Gate-type map:
Scale: 4 px per µm.
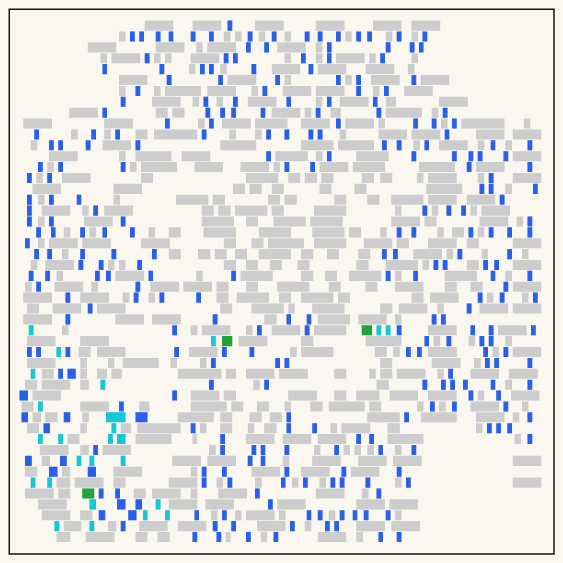
Routed metal per tile:
Scale: 3 px per µm. 27 x 27 tiles, from white (low) to dark blue (high), scaled to the fullest tile. Values are wire area over tile area, all layers added.
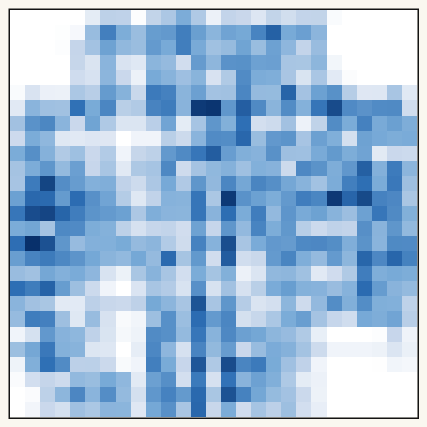
The metal 4 layer:
Scale: 3 px per µm. Supply wires on this layer in grey.
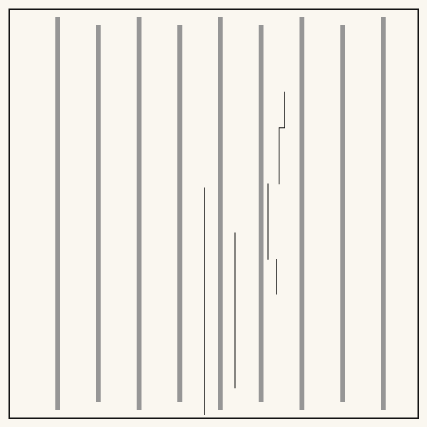
## config.mk

```make
export PLATFORM = sky130hd
export DESIGN_NAME = ecc_secded_encoder_pipe
export DESIGN_NICKNAME = d
export VERILOG_FILES = /design/src/rtl/ecc_secded_encoder_pipe.sv
export SDC_FILE = /design/constraint.sdc
export NUM_CORES = 1
export LEC_CHECK = 0
export ABC_CLOCK_PERIOD_IN_PS = 6800
export CAP_MARGIN = 20
export CELL_PAD_IN_SITES_DETAIL_PLACEMENT = 1
export CELL_PAD_IN_SITES_GLOBAL_PLACEMENT = 2
export CORE_MARGIN = 2
export CORE_UTILIZATION = 39
export DETAILED_ROUTE_END_ITERATION = 10
export DONT_BUFFER_PORTS = 1
export PLACE_DENSITY = 0.95
export SLEW_MARGIN = 20
export SYNTH_ARGS = -nofsm -noshare
export SYNTH_HDL_FRONTEND = slang
export SYNTH_SLANG_ARGS = --single-unit
```

## constraint.sdc

```tcl
create_clock -name clock -period 6.8 [get_ports clock]
set_clock_uncertainty 0.2 [all_clocks]
set_input_delay 1.36 -clock clock [delete_from_list [all_inputs] [get_ports clock]]
set_output_delay 1.36 -clock clock [all_outputs]
set_load 0.05 [all_outputs]
```

## src/rtl/ecc_secded_encoder_pipe.sv

```systemverilog
// ============================================================================
// ecc_secded_encoder_pipe : two-stage SECDED (72,64) check-bit generator with
// valid/ready backpressure, saturating delivered-word counter and optional
// one-shot error injection (enabled by defining ECC_ERR_INJECT_EN).
// Revision: 1.0
// ============================================================================
`default_nettype none

module ecc_secded_encoder_pipe #(
  parameter int CNT_W = 16
) (
  input  logic             clock,
  input  logic             reset,
  input  logic             in_valid,
  output logic             in_ready,
  input  logic [63:0]      data_in,
  output logic             out_valid,
  input  logic             out_ready,
  output logic [63:0]      data_out,
  output logic [7:0]       ecc_out,
  output logic [CNT_W-1:0] word_count,
  input  logic             inj_arm,
  input  logic             inj_double,
  input  logic [6:0]       inj_bit_a,
  input  logic [6:0]       inj_bit_b,
  output logic             inj_pending
);

  function automatic logic [7:0] calc_ecc(input logic [63:0] d);
    logic [71:0] cw;
    logic [7:0]  e;
    cw         = '0;
    cw[3]      = d[0];
    cw[7:5]    = d[3:1];
    cw[15:9]   = d[10:4];
    cw[31:17]  = d[25:11];
    cw[63:33]  = d[56:26];
    cw[71:65]  = d[63:57];
    e          = '0;
    for (int k = 1; k < 8; k++) begin
      for (int j = 0; j < 72; j++) begin
        if (((j >> (k - 1)) & 1) == 1) e[k] = e[k] ^ cw[j];
      end
    end
    // Overall parity covers data only, not the Hamming bits.
    e[0] = ^d;
    return e;
  endfunction

  logic        s1_valid;
  logic [63:0] s1_data;
  logic        s2_valid;
  logic        s1_ready;
  logic        s2_ready;
  logic        s2_load;
  logic [71:0] flip_mask;
  logic [CNT_W-1:0] cnt_max;

  assign s2_ready  = !s2_valid || out_ready;
  assign s1_ready  = !s1_valid || s2_ready;
  assign in_ready  = s1_ready;
  assign out_valid = s2_valid;
  assign s2_load   = s2_ready && s1_valid;
  assign cnt_max   = '1;

  always_ff @(posedge clock) begin
    if (reset) begin
      s1_valid <= 1'b0;
      s1_data  <= '0;
    end else if (s1_ready) begin
      s1_valid <= in_valid;
      if (in_valid) s1_data <= data_in;
    end
  end

  always_ff @(posedge clock) begin
    if (reset) begin
      s2_valid <= 1'b0;
      data_out <= '0;
      ecc_out  <= '0;
    end else if (s2_ready) begin
      s2_valid <= s1_valid;
      if (s1_valid) {ecc_out, data_out} <= {calc_ecc(s1_data), s1_data} ^ flip_mask;
    end
  end

  always_ff @(posedge clock) begin
    if (reset) begin
      word_count <= '0;
    end else if (out_valid && out_ready && (word_count != cnt_max)) begin
      word_count <= word_count + CNT_W'(1);
    end
  end

`ifdef ECC_ERR_INJECT_EN
  logic       inj_dbl_q;
  logic [6:0] inj_a_q;
  logic [6:0] inj_b_q;

  // XOR of the two one-hot masks makes a==b cancel; indices above 71 match nothing.
  always_comb begin
    flip_mask = '0;
    for (int i = 0; i < 72; i++) begin
      flip_mask[i] = (inj_a_q == 7'(i)) ^ (inj_dbl_q && (inj_b_q == 7'(i)));
    end
    if (!inj_pending) flip_mask = '0;
  end

  // A fresh arm wins over the clear so it targets the word after the current load.
  always_ff @(posedge clock) begin
    if (reset) begin
      inj_pending <= 1'b0;
      inj_dbl_q   <= 1'b0;
      inj_a_q     <= '0;
      inj_b_q     <= '0;
    end else if (inj_arm) begin
      inj_pending <= 1'b1;
      inj_dbl_q   <= inj_double;
      inj_a_q     <= inj_bit_a;
      inj_b_q     <= inj_bit_b;
    end else if (s2_load) begin
      inj_pending <= 1'b0;
    end
  end
`else
  logic unused_inj;
  assign unused_inj  = ^{inj_arm, inj_double, inj_bit_a, inj_bit_b};
  assign flip_mask   = '0;
  assign inj_pending = 1'b0;
`endif

endmodule

`default_nettype wire
```

==> flow_summary_export.csv <==
group,metric,value,unit
outcome,status,"completed",
global_routing,grt_pass1_vias,5163,
power_and_ir_drop,top_power_group,"registers",
synthesis,ys_seq_share,45.49,%
sta,period_used_share,54.80,%
synthesis,yosys_most_used_dff,"dfxtp_1",
synthesis,xor_area_share,21.91,%
worst_setup_path,crit_end,"in_ready",
power_and_ir_drop,combPwrFrac,19.4,%
synthesis,syn_area,0.006778,mm²
placed_design,post-place-ws,2.871,ns
worst_setup_path,cp.depth,2,
worst_setup_path,critPathSlowestCell,"nand2_1",
min_path,holdPathStages,2,
placed_design,gp_congestion,0.7889,
floorplanning,num_tap_cells,225,
clock_network,cts_resized,0,
clock_network,clkTransAtPathRegs,0.06,ns
synthesis,yosys.area.top_type_share,45.49,%
min_path,min_path_type,"flip-flop to flip-flop",
worst_setup_path,required,5.24,ns
clock_network,clock_latency,0.41,ns
cells_and_area,buf_share,0.3988,%
clock_network,cts_sinks,154,
cells_and_area,sh_comb_area,46.86,%
route,highest_layer,"met4",
synthesis,ys_sh_adder,0.1846,%
cells_and_area,drive_gt1_share,5.006,%
floorplanning,die_height,135.8,µm
synthesis,yosys.area_share.simple,18.85,%
placed_design,port_buffers,0,
route,vias,5121,
synthesis,yosys_area,0.006778,mm²
route,drc,0,
power_and_ir_drop,powerComb,0.000497,W
route,wl_per_cell,18.16,µm
synthesis,numSynthFlops,154,
sta,setup_tns,0,ns
placed_design,hpwl,12.29,mm
clock_network,cts_tree,"done",
clock_network,cts_root_buffer,"clkbuf_16",
route,first_pass_iters,4,
power_and_ir_drop,seq-power,0.00109,W
global_routing,grt_overflow,0,
worst_setup_path,critPathTopFamily,"simple AND/OR/NAND/NOR gates",
min_path,whs_endpoint,"data_out[14]",
floorplanning,die_w,135.8,µm
route,route.met2.wl,8.843,mm
sta,fmax,268.4,MHz
cells_and_area,ff_count,154,
power_and_ir_drop,p_leak,2.850,nW
worst_setup_path,crit_type,"input pin to output port",
power_and_ir_drop,finalPower,0.002568,W
cells_and_area,syn_to_final_growth,11.09,%
flow_run,warning_count,44,
sta,finalSetupViolations,0,
sta,slew_headroom,43.93,%
cells_and_area,inv_count,0,
global_routing,busiest_layer,"met2",
floorplanning,core-area,0.01712,mm²
global_routing,antenna_found_initial,0,
floorplanning,io-pin-count,175,
global_routing,grt_use_total,19.94,%
worst_setup_path,startpoint_type,"input pin",
cells_and_area,n_clock_buffer,18,
power_and_ir_drop,p_switching,0.0007111,W
power_and_ir_drop,switching_share,27.70,%
power_and_ir_drop,clock_power_share,38.3,%
worst_setup_path,critPathMaxStageDelay,0.47,ns
cells_and_area,reg.largest.list,"data_out: 64 flops, s1_data: 64 flops, word_count: 16 flops",
synthesis,edf_count,0,
flow_run,cap_violations,0,
worst_setup_path,r2r-end,"s1_data[37]",
route,wl_met3,1.263,mm
floorplanning,fp_util,39.60,%
synthesis,yosys_cells,791,
cells_and_area,fillers,2033,
route,final_antenna_net_count,0,
worst_setup_path,path_cells,"nor2b_1, nand2_1",
floorplanning,row_count,48,
synthesis,synth_area_per_cell,8.569,µm²
global_routing,grt_use_met1,24.84,%
worst_setup_path,arrival,2.17,ns
global_routing,grt_max_degree,155,
min_path,hp-start,"s1_data[14]",
synthesis,logic_family,"XOR/XNOR gates",
worst_setup_path,r2r_start,"out_valid",
power_and_ir_drop,power.density,341.0,mW/mm²
synthesis,async_reset_ff_share,0,%
synthesis,yosysMostFrequentCell,"nand2_1",
worst_setup_path,worstSetupEndpointType,"output port",
power_and_ir_drop,irDropWorstVdd,0.1931,mV
route,drtIter0Drc,242,
synthesis,synthAoiAreaFrac,10.71,%
worst_setup_path,critPathBufInv,0,
clock_network,ctsHtreeMaxLevel,4,
synthesis,synth_cell_types,27,
synthesis,mux_share,0.1477,%
clock_network,clockBufferDepth,2,
cells_and_area,final-clk-cell-share,8.059,%
sta,worst_slew_pin_slew,0.8411,ns
cells_and_area,nNetsFinal,852,
sta,fin_ws,3.074,ns
synthesis,synth_nets,876,
clock_network,cts_inserted_buffers,17,
cells_and_area,diodes,0,
cells_and_area,seqCellArea,0.003083,mm²
cells_and_area,nMultiInputCombCells,590,
cells_and_area,comb_area,0.003528,mm²
worst_setup_path,crit_start,"out_ready",
Notes on 'gate-type map' above:
legend:
  NAND gates:
    colour: blue
    cells: 290
    where: widely spread
  NOR gates:
    colour: cyan
    cells: 25
    where: bottom left
  AND-OR and OR-AND gates:
    colour: green
    cells: 3

Notes on 'routed metal per tile' above:
mean over tiles: 0.16
fullest tile: 0.41
tiles over half the peak: 32%
nearly empty tiles: 11%

Notes on 'the metal 4 layer' above:
nets with wire on the layer: 3
longest straight run: 75.5 µm
share of all routed wire: 1.1%
wire length on this layer: 196 µm

## per-stage QoR
stage                     std cells  hold slack (ns)  utilization [%]
after floorplan                 791           0.2457                -
after global placement          973           0.2660            40.45
after detailed placement        973           0.2729            40.45
after CTS                      1004           0.2855            43.99
after global routing           1004           0.3083            43.99
final                          1004           0.2846            43.99
## cell usage in the layout, fill, tap and decap left out, types with 2 or more instances in the layout
cell        Yosys  routed
nand2_1       277     276
dfxtp_1       154     154
a21oi_1       137     137
xnor2_1        64      64
xnor3_1        31      31
xor2_1         24      24
nor2_1         22      22
clkbuf_16       0      17
nand3_1         7       7
nand4_1         5       5
clkinv_2        0       5
bufinv_16       0       4
buf_4           1       4
and3_1          3       3
and4_1          2       2
o21a_1          2       2
o21ai_0         2       2
or3_1           2       2
clkinvlp_4      0       2
clkinv_4        0       2
No activity file was given, so power comes from the tool's default toggle rates.
